Figure 1. Sizing map (run 1).
Bar = 20 um.
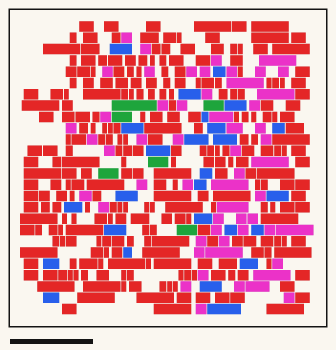
Figure 2. Cell outlines without signal wires (run 1).
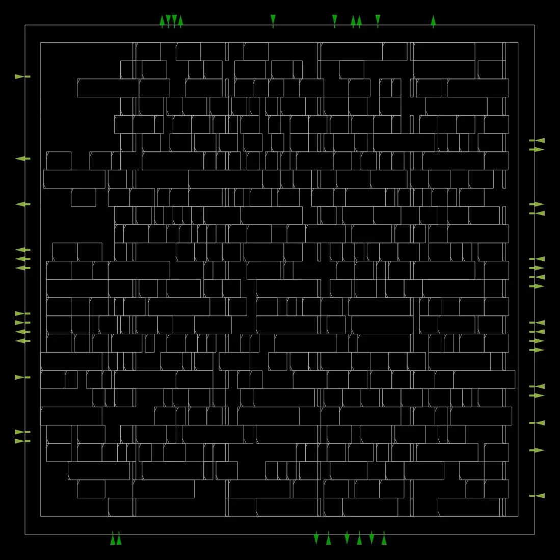
Figure 3. Wiring by layer (run 1).
Bar = 20 um.
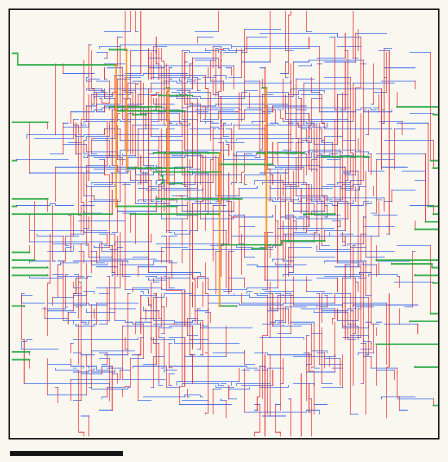
Figure 4. Pin placement (run 1).
Bar = 20 um. Pins as bars across the die edge, other pins in grey.
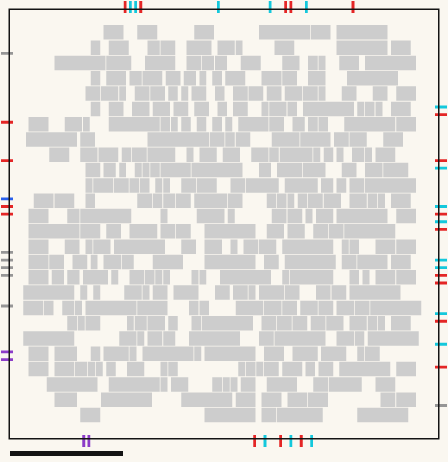
### config.mk
export PLATFORM = sky130hd
export DESIGN_NAME = product_accumulator_flat
export DESIGN_NICKNAME = d
export VERILOG_FILES = /design/src/rtl/product_acc_pkg.sv /design/src/rtl/product_accumulator_if.sv /design/src/rtl/product_accumulator_rise_detect.sv /design/src/rtl/product_accumulator.sv /design/src/flat_wrapper.sv
export SDC_FILE = /design/constraint.sdc
export NUM_CORES = 1
export LEC_CHECK = 0
export ABC_CLOCK_PERIOD_IN_PS = 2029
export CAP_MARGIN = 20
export CORE_MARGIN = 2
export CORE_UTILIZATION = 47
export CTS_CLUSTER_SIZE = 40
export DETAILED_ROUTE_END_ITERATION = 10
export PLACE_DENSITY_LB_ADDON = 0.2
export SYNTH_ARGS = -nofsm -noshare
export SYNTH_HDL_FRONTEND = slang
export SYNTH_SLANG_ARGS = --single-unit
export TNS_END_PERCENT = 100
### constraint.sdc
create_clock -name clk -period 2.03 [get_ports clk]
set_clock_uncertainty 0.1 [all_clocks]
set_input_delay 0.203 -clock clk [delete_from_list [all_inputs] [get_ports clk]]
set_output_delay 0.203 -clock clk [all_outputs]
set_load 0.005 [all_outputs]
### src/rtl/product_acc_pkg.sv
// Shared types and default widths for the product accumulator stage and its
// companion handshake blocks.
package product_acc_pkg;

    typedef enum logic [1:0] {
        IDLE  = 2'd0,
        ACCUM = 2'd1,
        DONE  = 2'd2
    } acc_state_t;

    localparam int DEF_PROD_W = 16;
    localparam int DEF_ACC_W  = 20;
    localparam int DEF_LEN_W  = 4;

endpackage : product_acc_pkg

### src/rtl/product_accumulator_if.sv
// Control/data bundle between the multiplier side and the product accumulator.
// The master drives commands and products; the slave returns the sum and status.
interface product_accumulator_if
    import product_acc_pkg::*;
#(
    parameter int PROD_W = DEF_PROD_W,
    parameter int ACC_W  = DEF_ACC_W,
    parameter int LEN_W  = DEF_LEN_W
);

    logic              clear;
    logic              start;
    logic [LEN_W-1:0]  vec_len;
    logic [PROD_W-1:0] mul_result;
    logic              mul_done;
    logic [ACC_W-1:0]  acc_out;
    logic              acc_valid;
    logic              busy;
    logic              overflow;

    modport master (
        output clear, start, vec_len, mul_result, mul_done,
        input  acc_out, acc_valid, busy, overflow
    );

    modport slave (
        input  clear, start, vec_len, mul_result, mul_done,
        output acc_out, acc_valid, busy, overflow
    );

endinterface : product_accumulator_if

### src/rtl/product_accumulator_rise_detect.sv
// Rising-edge detector for level-type handshake flags: one rise_o pulse per
// 0->1 transition of level_i.
module rise_detect (
    input  logic clk,
    input  logic rst_n,
    input  logic level_i,
    output logic rise_o
);

    logic level_q;

    // NOTE: sequential state uses non-blocking assignments so every register
    // samples the pre-edge values, independent of block ordering.
    always_ff @(posedge clk or negedge rst_n) begin
        if (!rst_n) begin
            level_q <= 1'b0;
        end else begin
            level_q <= level_i;
        end
    end

    assign rise_o = level_i & ~level_q;

endmodule : rise_detect

### src/rtl/product_accumulator.sv
// Sums vec_len multiplier products (one per rise of mul_done) into an ACC_W-bit
// value. Define PRODUCT_ACC_SAT_EN to saturate on overflow instead of wrapping.
module product_accumulator
    import product_acc_pkg::*;
#(
    parameter int PROD_W = DEF_PROD_W,
    parameter int ACC_W  = DEF_ACC_W,
    parameter int LEN_W  = DEF_LEN_W
) (
    input  logic                 clk,
    input  logic                 rst_n,
    product_accumulator_if.slave bus
);

    acc_state_t       state_q, state_d;
    logic [ACC_W-1:0] acc_q, acc_d;
    logic             ovf_q, ovf_d;
    logic [LEN_W-1:0] cnt_q, cnt_d;
    logic [LEN_W-1:0] len_q, len_d;
    logic [ACC_W:0]   sum;
    logic             beat;

    rise_detect u_rise_detect (
        .clk     (clk),
        .rst_n   (rst_n),
        .level_i (bus.mul_done),
        .rise_o  (beat)
    );

    always_ff @(posedge clk or negedge rst_n) begin
        if (!rst_n) begin
            state_q <= IDLE;
            acc_q   <= '0;
            ovf_q   <= 1'b0;
            cnt_q   <= '0;
            len_q   <= '0;
        end else begin
            state_q <= state_d;
            acc_q   <= acc_d;
            ovf_q   <= ovf_d;
            cnt_q   <= cnt_d;
            len_q   <= len_d;
        end
    end

    // NOTE: every variable gets a default before the case so no path leaves it
    // unassigned, which would otherwise infer a latch.
    always_comb begin
        state_d = state_q;
        acc_d   = acc_q;
        ovf_d   = ovf_q;
        cnt_d   = cnt_q;
        len_d   = len_q;
        sum     = {1'b0, acc_q} + {{(ACC_W + 1 - PROD_W){1'b0}}, bus.mul_result};

        if (bus.clear) begin
            state_d = IDLE;
            acc_d   = '0;
            ovf_d   = 1'b0;
            cnt_d   = '0;
        end else begin
            case (state_q)
                IDLE: begin
                    if (bus.start) begin
                        acc_d = '0;
                        ovf_d = 1'b0;
                        cnt_d = '0;
                        if (bus.vec_len != '0) begin
                            len_d   = bus.vec_len;
                            state_d = ACCUM;
                        end else begin
                            state_d = DONE;
                        end
                    end
                end
                ACCUM: begin
                    if (beat) begin
`ifdef PRODUCT_ACC_SAT_EN
                        if (sum[ACC_W] || ovf_q) acc_d = '1;
                        else                     acc_d = sum[ACC_W-1:0];
`else
                        acc_d = sum[ACC_W-1:0];
`endif
                        if (sum[ACC_W]) ovf_d = 1'b1;
                        cnt_d = cnt_q + LEN_W'(1);
                        if (cnt_q == len_q - LEN_W'(1)) state_d = DONE;
                    end
                end
                DONE:    state_d = IDLE;
                default: state_d = IDLE;
            endcase
        end
    end

    assign bus.acc_out   = acc_q;
    assign bus.overflow  = ovf_q;
    assign bus.busy      = (state_q == ACCUM);
    // A clear landing on the DONE cycle withdraws the result pulse.
    assign bus.acc_valid = (state_q == DONE) && !bus.clear;

endmodule : product_accumulator
### src/flat_wrapper.sv
// flat-port wrapper written by rule: the top's interface ports become plain ports
module product_accumulator_flat import product_acc_pkg::*;
#(
    parameter int PROD_W = DEF_PROD_W,
    parameter int ACC_W  = DEF_ACC_W,
    parameter int LEN_W  = DEF_LEN_W
)
  (clk, rst_n, bus_clear, bus_start, bus_vec_len, bus_mul_result, bus_mul_done, bus_acc_out, bus_acc_valid, bus_busy, bus_overflow);
  product_accumulator_if #(.PROD_W(PROD_W), .ACC_W(ACC_W), .LEN_W(LEN_W)) bus_i ();
  input  logic clk;
  input  logic rst_n;
  input wire logic [$bits(bus_i.clear)-1:0] bus_clear;
  input wire logic [$bits(bus_i.start)-1:0] bus_start;
  input wire logic [$bits(bus_i.vec_len)-1:0] bus_vec_len;
  input wire logic [$bits(bus_i.mul_result)-1:0] bus_mul_result;
  input wire logic [$bits(bus_i.mul_done)-1:0] bus_mul_done;
  output wire logic [$bits(bus_i.acc_out)-1:0] bus_acc_out;
  output wire logic [$bits(bus_i.acc_valid)-1:0] bus_acc_valid;
  output wire logic [$bits(bus_i.busy)-1:0] bus_busy;
  output wire logic [$bits(bus_i.overflow)-1:0] bus_overflow;
  assign bus_i.clear = bus_clear;
  assign bus_i.start = bus_start;
  assign bus_i.vec_len = bus_vec_len;
  assign bus_i.mul_result = bus_mul_result;
  assign bus_i.mul_done = bus_mul_done;
  assign bus_acc_out = bus_i.acc_out;
  assign bus_acc_valid = bus_i.acc_valid;
  assign bus_busy = bus_i.busy;
  assign bus_overflow = bus_i.overflow;
  product_accumulator #(.PROD_W(PROD_W), .ACC_W(ACC_W), .LEN_W(LEN_W)) u_core (.clk(clk), .rst_n(rst_n), .bus(bus_i));
endmodule
==> Slide: Implementation Results, run 1 <==
Flow Results at a Glance

Status
  • Status: complete, but fails checks
  • Failing checks: setup timing

Pwr
  • Power in the clock group: 0.629 mW
  • Clock power share: 0.314
  • Power, Total: 2.006 mW
  • P_sw: 0.6232 mW
  • Leakage: 1.501 nW
  • Switch share: 0.3107

Worst setup path
  • Critical Path End Type: flip-flop
  • Largest stage delay on the critical path: 0.39 ns
  • Levels on crit path: 7
  • CP startpoint kind: flip-flop

Final timing
  • Final hold viol count: 0
  • Fin worst setup slack: -0.07186 ns
  • Count of final setup violators: 6
  • Final min period: 2.102 ns
  • Cycle use final: 1.035
  • F_max: 475.8 MHz

Yosys
  • Async set-reset flop share out of synthesis: 1.000
  • Top cell area share: 0.3282
  • Synth top area cells: dfrtp_1, ha_1, nand2_1
  • Area fraction in and, or, nand and nor cells: 0.1764
  • Flip-flops with a built-in enable: 0
  • Post-synth top flop: dfrtp_1
  • Yosys chip area: 2440 sq um
  • Ys Warns: 0
  • Cell count after synthesis: 274
  • Cell Type Count: 56

Global route
  • Met2 Usage GRT: 0.3929
  • Antenna violations before repair: 0

Layout
  • Seq area share: 0.2268
  • Count of inverters not on the clock network in the layout: 4
  • Layout cells sized above 1: 0.2465
  • Largest cell class: multi-input combinational cells
  • Layout Utilization: 0.7002
  • Signal buffers share of area: 0.2247

Clock tree
  • Clk slew on worst S/H paths: 0.08 ns
  • Clock sink count: 32
  • Total CTS buffers: 5
  • Max clock buf depth: 2

Placement
  • Placed Cells: 415

Drt
  • Routed wl met3: 312 um

Flow run
  • Maxcap violations: 0

Min path
  • Worst min path class: in -> async
-- Figure 1 (at the start) --
red -> x1 and smaller  # cells 269, share 75%
green -> x6 and larger  # cells 6, share 1.7%
blue -> x2  # cells 26, share 7.3%
magenta -> x3 and x4  # cells 56, share 16%

-- Figure 2 (at the start) --
Finished Layout Cells: 427
fillers: 420
CORE AREA: 5042 sq um
flop count: 32

-- Figure 3 (at the start) --
blue -> M1  # wire length 3000 um
red -> M2  # wire length 3340 um
orange -> M4  # wire length 119 um
green -> M3  # wire length 313 um
gr usage total: 0.2312
via count: 2420
Routed Wire Length: 6773 um
drt wl/cell: 15.86 um

-- Figure 4 (at the start) --
cyan -> `bus_mul_result`  # pins 16, direction input, edge 8 right, 5 top, 3 bottom
blue -> `bus_overflow`  # pins 1, direction output, edge left
red -> `bus_acc_out`  # pins 20, direction output, edge 8 right, 5 top, 4 left, 3 bottom
purple -> `bus_vec_len`  # pins 4, direction input, edge 2 bottom, 2 left
# port buffers: 47
die width: 76.05 um
Die Y: 76.05 um

Figure 5. Met3 routing (run 1).
Bar = 20 um.
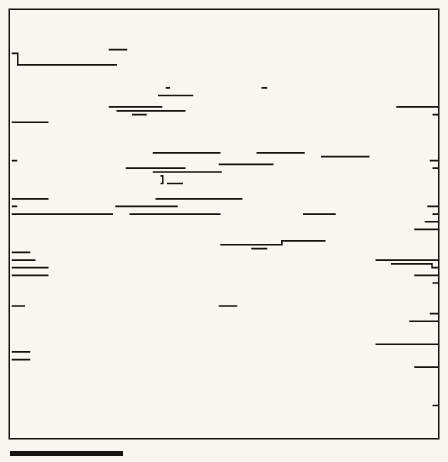

## Run 2: what changed since run 1
Settings changed: CORE_UTILIZATION 47 to 30, CTS_CLUSTER_DIAMETER set to 200.
Figure 6. Met3 routing (run 2).
Bar = 20 um.
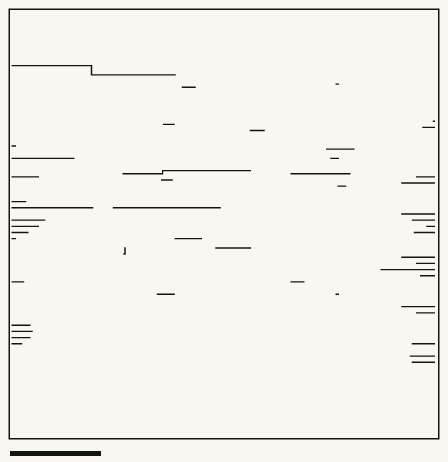
main direction = horizontal
longest straight run = 23.5 um
share of all routed wire = 4.4%
via count: 2444
met3 Use GR: 0.02970
Routed Wire Length: 6886 um

==> Slide: Implementation Results, run 2 <==
Flow Results at a Glance

Clock tree
  • Clk slew on worst S/H paths: 0.08 ns
  • Max clock buf depth: 2

Yosys
  • Flip-flops with a built-in enable: 0
  • Async set-reset flop share out of synthesis: 1.000
  • Post-synth top flop: dfrtp_1
  • Cell Type Count: 56
  • Top cell area share: 0.3282
  • Ys Warns: 0
  • Cell count after synthesis: 274
  • Synth top area cells: dfrtp_1, ha_1, nand2_1

Status
  • Failing checks: setup timing
  • Status: complete, but fails checks

Layout
  • Fillers: 764
  • Finished Layout Cells: 471
  • Count of inverters not on the clock network in the layout: 4
  • Signal buffers share of area: 0.2413
  • Layout cells sized above 1: 0.2764
  • Flop count: 32
  • Largest cell class: multi-input combinational cells

Min path
  • Worst min path class: in -> async

Placement
  • # port buffers: 47
  • Placed Cells: 457

Floorplanning
  • CORE AREA: 7807 sq um
  • Die Y: 94.18 um
  • Die width: 94.18 um

Final timing
  • Count of final setup violators: 5
  • Final min period: 2.085 ns
  • Fin worst setup slack: -0.05518 ns

Pwr
  • Power in the clock group: 0.552 mW
  • Clock power share: 0.283
  • Power, Total: 1.952 mW
  • P_sw: 0.6373 mW

Drt
  • Routed wl met3: 301 um
  • Drt wl/cell: 14.62 um

Global route
  • Antenna violations before repair: 0
  • Gr usage total: 0.1664

Worst setup path
  • CP startpoint kind: flip-flop
  • Levels on crit path: 7
Figure 7. Pin placement (run 2).
Bar = 20 um. Pins as bars across the die edge, other pins in grey.
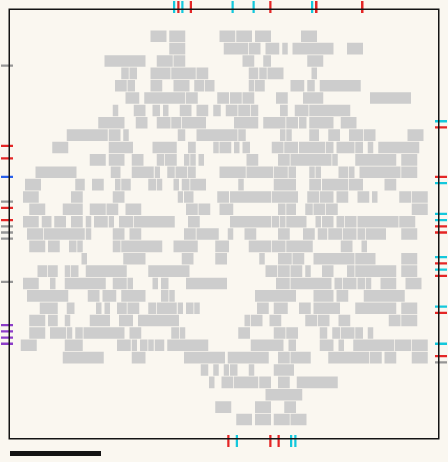

## Run 3: what changed since run 2
Settings changed: ABC_CLOCK_PERIOD_IN_PS 2029 to 1750, SETUP_SLACK_MARGIN set to 0.2.
Clock period 2.03 ns to 1.75 ns, I/O delays scaled along.
Figure 8. Pin placement (run 3).
Bar = 20 um. Pins as bars across the die edge, other pins in grey.
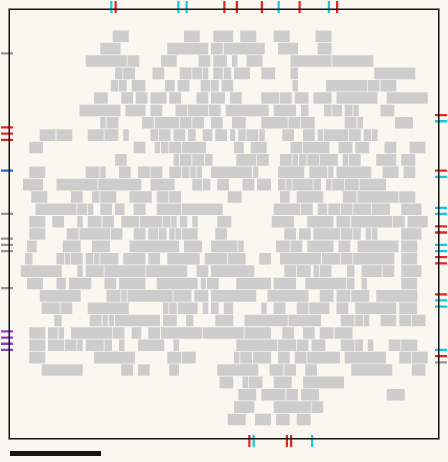
purple -> `bus_vec_len`  # pins 4, direction input, edge left
red -> `bus_acc_out`  # pins 20, direction output, edge 8 right, 6 top, 3 bottom, 3 left
blue -> `bus_overflow`  # pins 1, direction output, edge left
cyan -> `bus_mul_result`  # pins 16, direction input, edge 9 right, 5 top, 2 bottom
all pins by edge = 18 right, 14 left, 11 top, 5 bottom
Die Y: 94.18 um
die width: 94.18 um

==> Slide: Implementation Results, run 3 <==
Flow Results at a Glance

Status
  • Status: complete, but fails checks
  • Failing checks: setup timing

Placement
  • # port buffers: 47
  • Placed Cells: 478

Final timing
  • Final min period: 2.128 ns
  • Cycle use final: 1.216
  • Count of final setup violators: 17
  • Fin worst setup slack: -0.3781 ns
  • F_max: 469.9 MHz

Layout
  • Layout cells sized above 1: 0.4495
  • Seq area share: 0.1823
  • Flop count: 32
  • Signal buffers share of area: 0.3049
  • Count of inverters not on the clock network in the layout: 4
  • Finished Layout Cells: 518

Flow run
  • Maxcap violations: 0

Clock tree
  • Total CTS buffers: 5
  • Clk slew on worst S/H paths: 0.07 ns
  • Max clock buf depth: 2

Global route
  • Gr usage total: 0.1830
  • Met2 Usage GRT: 0.3018
  • Met3 Use GR: 0.03130

Yosys
  • Cell Type Count: 56
  • Post-synth top flop: dfrtp_1
  • Cell count after synthesis: 274
  • Top cell area share: 0.3282
  • Flip-flops with a built-in enable: 0
  • Yosys chip area: 2440 sq um
  • Async set-reset flop share out of synthesis: 1.000
  • Area fraction in and, or, nand and nor cells: 0.1764
  • Ys Warns: 0
  • Synth top area cells: dfrtp_1, ha_1, nand2_1

Drt
  • Routed wl met3: 230 um
  • Routed Wire Length: 7763 um
  • Drt wl/cell: 14.99 um

Pwr
  • Switch share: 0.3059
  • Leakage: 2.139 nW
  • Clock power share: 0.291
  • P_sw: 0.8422 mW

Worst setup path
  • Levels on crit path: 7
  • Largest stage delay on the critical path: 0.39 ns
  • Critical Path End Type: flip-flop
  • CP startpoint kind: flip-flop

Floorplanning
  • CORE AREA: 7807 sq um

Min path
  • Worst min path class: in -> async
Power and IR drop assume default switching activity.
